==> src/rtl/square16_pkg.sv <==
// Shared constants and FSM state type for the square16 shift-add squarer.
package square16_pkg;

    // Operand width and derived result width.
    localparam int WIDTH     = 16;
    localparam int P_WIDTH   = 2 * WIDTH;

    // Bit counter walks operand bits 0..15.
    localparam int CNT_WIDTH = 4;

    // Control states of the squarer.
    typedef enum logic [1:0] {
        IDLE = 2'd0,
        RUN  = 2'd1,
        DONE = 2'd2
    } state_t;

endpackage

==> src/rtl/square16_acc.sv <==
// Shift-add datapath: operand register, shifter, conditional adder and accumulator.
// The combinational acc_next is the accumulator value after the current bit is
// folded in, so the controller can load the final product on the last step
// without an extra cycle.
module square16_acc
    import square16_pkg::*;
(
    input  logic                 clk,
    input  logic                 rst,
    input  logic                 load,
    input  logic                 step,
    input  logic [WIDTH-1:0]     u,
    input  logic [CNT_WIDTH-1:0] cnt,
    output logic [P_WIDTH-1:0]   acc_next
);

    logic [WIDTH-1:0]   operand_reg;
    logic [P_WIDTH-1:0] acc_reg;
    logic [P_WIDTH-1:0] operand_ext;
    logic [P_WIDTH-1:0] shifted [WIDTH];
    logic [P_WIDTH-1:0] addend;

    assign operand_ext = {{(P_WIDTH - WIDTH){1'b0}}, operand_reg};

    // One pre-shifted copy of the operand per bit position; cnt selects one.
    generate
        for (genvar gi = 0; gi < WIDTH; gi++) begin : g_shift
            assign shifted[gi] = operand_ext << gi;
        end
    endgenerate

    // Add the shifted operand only when the examined operand bit is set.
    always_comb begin
        addend   = '0;
        if (operand_reg[cnt]) begin
            addend = shifted[cnt];
        end
        acc_next = acc_reg + addend;
    end

    // Capture operand and clear the sum on acceptance; accumulate while running.
    always_ff @(posedge clk or posedge rst) begin
        if (rst) begin
            operand_reg <= '0;
            acc_reg     <= '0;
        end else if (load) begin
            operand_reg <= u;
            acc_reg     <= '0;
        end else if (step) begin
            acc_reg     <= acc_next;
        end
    end

endmodule

==> src/rtl/square16.sv <==
// Sequential unsigned squarer: P = U*U in 16 RUN cycles using one adder.
// The FSM and bit counter live here; the shift-add datapath is square16_acc.
// P and done are registered; busy is decoded from the state register so it
// drops as soon as reset is applied.
module square16 #(
    parameter int WIDTH = square16_pkg::WIDTH
) (
    input  logic                 clk,
    input  logic                 rst,
    input  logic                 start,
    input  logic [WIDTH-1:0]     U,
    output logic                 busy,
    output logic                 done,
    output logic [2*WIDTH-1:0]   P
);

    import square16_pkg::*;

    localparam logic [CNT_WIDTH-1:0] CNT_LAST = '1;
    localparam logic [CNT_WIDTH-1:0] CNT_ONE  = CNT_WIDTH'(1);

    state_t                 state_reg;
    logic [CNT_WIDTH-1:0]   cnt_reg;
    logic                   done_reg;
    logic [2*WIDTH-1:0]     p_reg;

    logic                   load;
    logic                   step;
    logic [P_WIDTH-1:0]     acc_next;

    // A new operand is accepted from IDLE or DONE; start during RUN is ignored.
    assign load = start && ((state_reg == IDLE) || (state_reg == DONE));
    assign step = (state_reg == RUN);

    assign busy = (state_reg == RUN);
    assign done = done_reg;
    assign P    = p_reg;

    square16_acc u_acc (
        .clk      (clk),
        .rst      (rst),
        .load     (load),
        .step     (step),
        .u        (U),
        .cnt      (cnt_reg),
        .acc_next (acc_next)
    );

    // Control FSM: sequence the 16 bit steps and publish the result once.
    always_ff @(posedge clk or posedge rst) begin
        if (rst) begin
            state_reg <= IDLE;
            cnt_reg   <= '0;
            done_reg  <= 1'b0;
            p_reg     <= '0;
        end else begin
            case (state_reg)
                IDLE: begin
                    done_reg <= 1'b0;
                    if (start) begin
                        state_reg <= RUN;
                        cnt_reg   <= '0;
                    end
                end
                RUN: begin
                    cnt_reg <= cnt_reg + CNT_ONE;
                    if (cnt_reg == CNT_LAST) begin
                        p_reg     <= acc_next;
                        done_reg  <= 1'b1;
                        state_reg <= DONE;
                    end
                end
                DONE: begin
                    done_reg <= 1'b0;
                    if (start) begin
                        state_reg <= RUN;
                        cnt_reg   <= '0;
                    end else begin
                        state_reg <= IDLE;
                    end
                end
                default: begin
                    done_reg  <= 1'b0;
                    state_reg <= IDLE;
                end
            endcase
        end
    end

endmodule

==> config.mk <==
export PLATFORM = sky130hd
export DESIGN_NAME = square16
export DESIGN_NICKNAME = d
export VERILOG_FILES = /design/src/rtl/square16_pkg.sv /design/src/rtl/square16_acc.sv /design/src/rtl/square16.sv
export SDC_FILE = /design/constraint.sdc
export NUM_CORES = 1
export LEC_CHECK = 0
export ABC_CLOCK_PERIOD_IN_PS = 5210
export CELL_PAD_IN_SITES_DETAIL_PLACEMENT = 1
export CELL_PAD_IN_SITES_GLOBAL_PLACEMENT = 2
export CORE_UTILIZATION = 37
export DETAILED_ROUTE_END_ITERATION = 10
export PLACE_DENSITY_LB_ADDON = 0.1
export SYNTH_ARGS = -nofsm -noshare
export SYNTH_HDL_FRONTEND = slang
export SYNTH_SLANG_ARGS = --single-unit
==> constraint.sdc <==
create_clock -name clk -period 5.21 [get_ports clk]
set_clock_uncertainty 0.2 [all_clocks]
set_input_delay 1.042 -clock clk [delete_from_list [all_inputs] [get_ports clk]]
set_output_delay 1.042 -clock clk [all_outputs]
set_load 0.02 [all_outputs]
Figure 1. Routed clock nets over the placement (run 1).
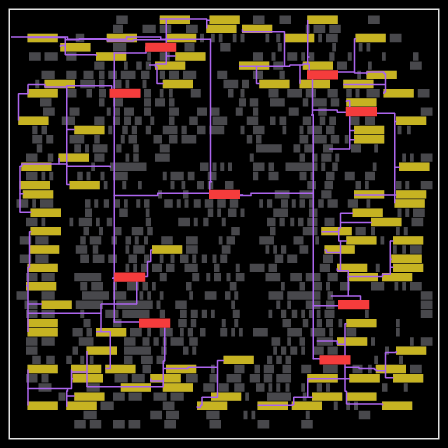
legend:
  clock wires:
    color: purple
    length: 1260 µm
  flip-flops:
    color: yellow
    count: 87
  clock drivers:
    color: red
    count: 9
routed clock nets: 10
flops lie: spread over the die
clk ins delay skew pair: 0.35 ns

Figure 2. Metal layers overlaid (run 1).
Bar = 50 µm.
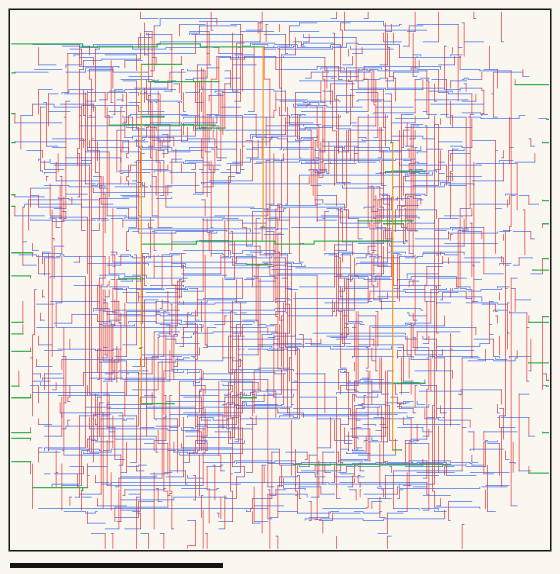
legend:
  metal 2:
    color: red
    wire_length: 7280 µm
  metal 1:
    color: blue
    wire_length: 7630 µm
  metal 4:
    color: orange
    wire_length: 194 µm
  metal 3:
    color: green
    wire_length: 371 µm
routed length per instance: 17.9 µm
vias: 4689
Tot GR Track Use: 0.211
routed wire length: 15500 µm

Figure 3. Cell area per tile (run 1).
13 x 13 tiles, from dark blue (low) to red (high), 0 to 100% covered.
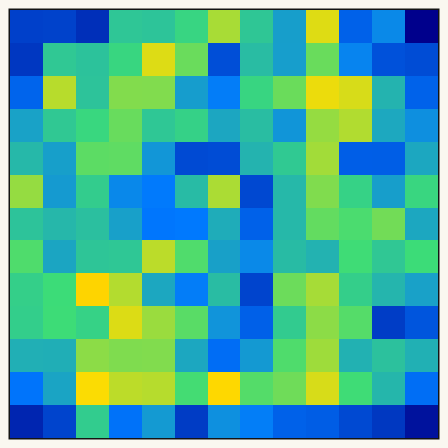
tiles over 75% full: 1.2%
fullest tile: 76%
mean over tiles: 41%
nearly empty tiles: 0.60%
Floorplan Utilization: 0.378
Core Region: 0.0152 mm²
Post-Route Utilization: 0.449

Figure 4. Routing congestion (run 1).
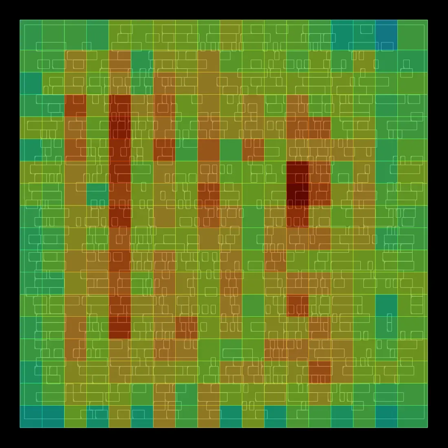
met3 Usage GRT: 0.0278
GRT met2 Usage: 0.350
met1 GRT Util: 0.285
global route hottest layer: met2

==> results.tsv, run 1 <==
metric	value	unit
drv_slew	0	
crit_chain	buf_4 > inv_1 > nand2_1 > nand2_1 > mux2_2 > and2_1 > a211oi_1 > ha_1 > a21o_1 > a21o_1 > a21oi_1 > o21ai_0 > a221o_1 > a31oi_4 > o21ai_1 > xor2_1 > mux2_2	
edf_count	0	
numCtsBuffers	9	
worst_slew_pin_slew	0.975	ns
syn_inst	628	
grt_start_max_net_pins	53	
cts_tree	built	
numSynthFlops	87	
antennaDiodeCount	0	
io_pins	53	
fa_ha_area_frac	0.0732	
seq_cells	87	
clock_sinks	87	
status	finished clean	
worst_path_max_delay_cell	dfrtp_1	
crit_path_end_kind	register	
drive_gt1_frac	0.126	
finalHoldViolations	0	
warnings	26	
setup-tns-final	0	ns
drt_iter0_drc	190	
lay_top_cells	nand2_1, dfrtp_1, nor2_1, clkdlybuf4s50_1, a21oi_1	
hp-class	reg -> reg	
ys_sh_simple	0.153	
setup_ws	0.432	ns
cts_hold_buf	0	
crit_path_start	cnt_reg[0]$_DFFE_PP0P_	
min_from	P[13]$_DFFE_PP0P_	
regToRegStartpoint	cnt_reg[0]$_DFFE_PP0P_	
crit_buf_inv	2	
multiInputCombCellCount	487	
tap_cells	188	
n_all_inverters	18	
syn_area	0.00575	mm²
r2r_end	P[26]$_DFFE_PP0P_	
n_clock_buffer	10	
grt_setup_unrepaired	false	
max_freq	209	MHz
nNonClkBuffers	69	
antenna_found_initial	0	
fill_cells	1760	
yosysWarnings	0	
maxCapViolCount	0	
crit_path_end	P[26]$_DFFE_PP0P_	
vias_per_cell	5.42	
synth_seq_share	0.379	
cts_root_buffer	clkbuf_16	
ys_cells	628	
logic_family	AND-OR/OR-AND gates	
finalInstanceArea	0.00682	mm²
drc	0	
startpoint_type	register	
required	5.25	ns
cpPeakStageDelay	0.59	ns
==> run 1: per-stage QoR <==
stage	hold slack (ns)
6_report	0.271
5_1_grt	0.299
4_1_cts	0.277
3_5_place_dp	0.262
3_3_place_gp	0.256
2_1_floorplan	0.256
==> run 1: per-layer routing <==
layer	GRT usage	vias up	routed length, µm	share of wire
met5	0	-	0	0
met4	0.0659	0	193	0.012
met3	0.0278	11	370	0.024
met2	0.350	66	7280	0.47
met1	0.285	2294	7630	0.49
li1	-	2318	-	-
==> run 1: tightest hold or removal path, cell delays in order, from the launching register on <==
cell and delay, ns:
dfrtp_1 0.34, nand2_1 0.05, nand2_1 0.05
Figure 5. Gate families picked out (run 1).
Bar = 50 µm.
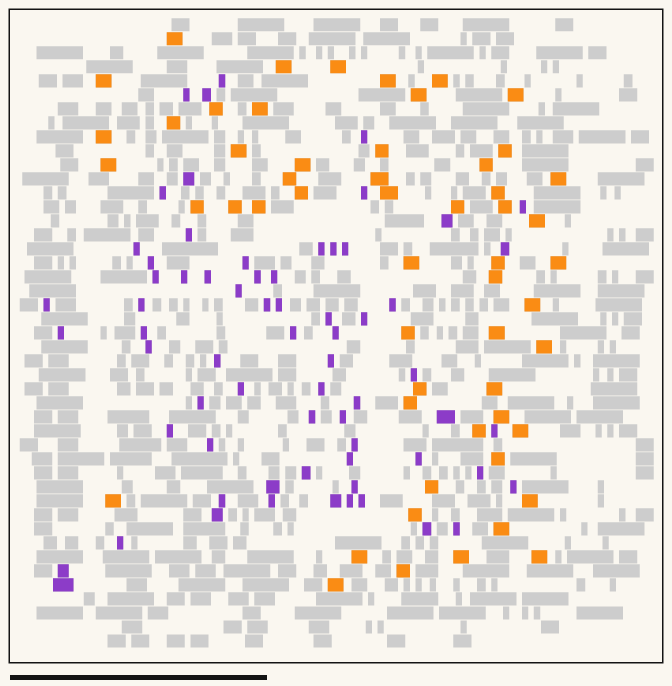

==> run 1 -> run 2 <==
- CELL_PAD_IN_SITES_DETAIL_PLACEMENT: 1 -> 0
- CELL_PAD_IN_SITES_GLOBAL_PLACEMENT: 2 -> 1
- CORE_MARGIN: unset -> 4
- CORE_UTILIZATION: 37 -> 45
Figure 6. Gate families picked out (run 2).
Bar = 20 µm.
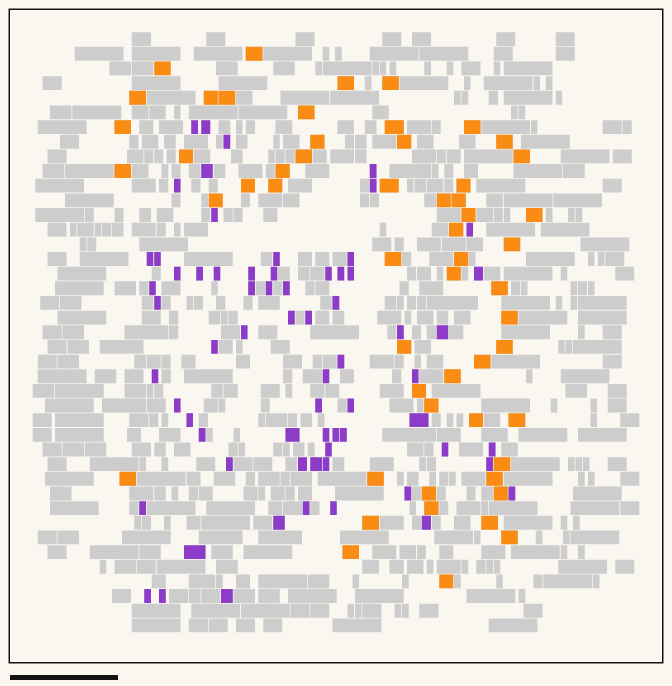
legend:
  non-inverting ao/oa cells:
    color: orange
    cells: 55
  nor cells:
    color: purple
    cells: 67

Figure 7. Routed clock nets over the placement (run 2).
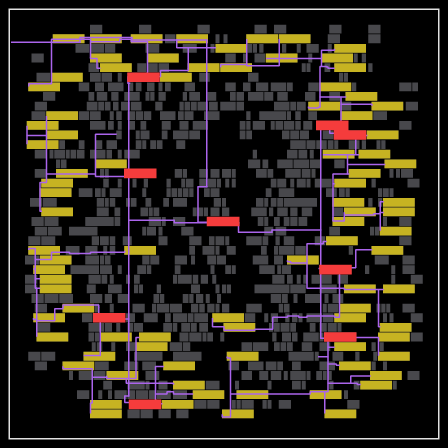
legend:
  clock wires:
    color: purple
    length: 1140 µm
  flip-flops:
    color: yellow
    count: 87
  clock drivers:
    color: red
    count: 9
routed clock nets: 10
flops lie: spread over the die

==> results.tsv, run 2 <==
metric	value	unit
grt_start_max_net_pins	51	
syn_area	0.00575	mm²
cts_root_buffer	clkbuf_16	
use_met1	0.297	
worst_path_max_delay_cell	dfrtp_1	
min_from	P[13]$_DFFE_PP0P_	
antennaDiodeCount	0	
max_freq	212	MHz
clk_latency	0.34	ns
grtUsageMet3	0.0261	
lay_top_cells	nand2_1, dfrtp_1, nor2_1, clkdlybuf4s50_1, a21oi_1	
edf_count	0	
regToRegStartpoint	cnt_reg[0]$_DFFE_PP0P_	
n_all_inverters	18	
maxCapViolCount	0	
synth_seq_share	0.379	
numSynthFlops	87	
clock_sinks	87	
holdWs	0.268	ns
logic_family	AND-OR/OR-AND gates	
drv_slew	0	
cts_hold_buf	0	
grt_setup_unrepaired	false	
finalInstanceArea	0.00674	mm²
status	finished clean	
dr.max_layer_used	met4	
yosysWarnings	0	
vias	4598	
dr_wl_met3	332	µm
setup_ws	0.483	ns
==> run 2: path summary, 6_finish.rpt <==
| path | to | cells after the start | slack [ns] |
|---|---|---|---|
| min in group asynchronous | u_acc.acc_reg[20]$_DFFE_PP0P_ | 2 | 0.97 |
| max reg2reg | u_acc.acc_reg[31]$_DFFE_PP0P_ | 16 | 0.48 |
| max | u_acc.acc_reg[31]$_DFFE_PP0P_ | 16 | 0.48 |
| min | P[13]$_DFFE_PP0P_ | 2 | 0.27 |
| max in group asynchronous | u_acc.operand_reg[14]$_DFFE_PP0P_ | 3 | 2.84 |
| min reg2reg | P[13]$_DFFE_PP0P_ | 2 | 0.27 |
==> run 2: repair_timing <==
item | in CTS | in global routing
endpoints found under the setup margin | 0 | 4
gates resized | 0 | 1
endpoints found under the hold margin | 0 | 0
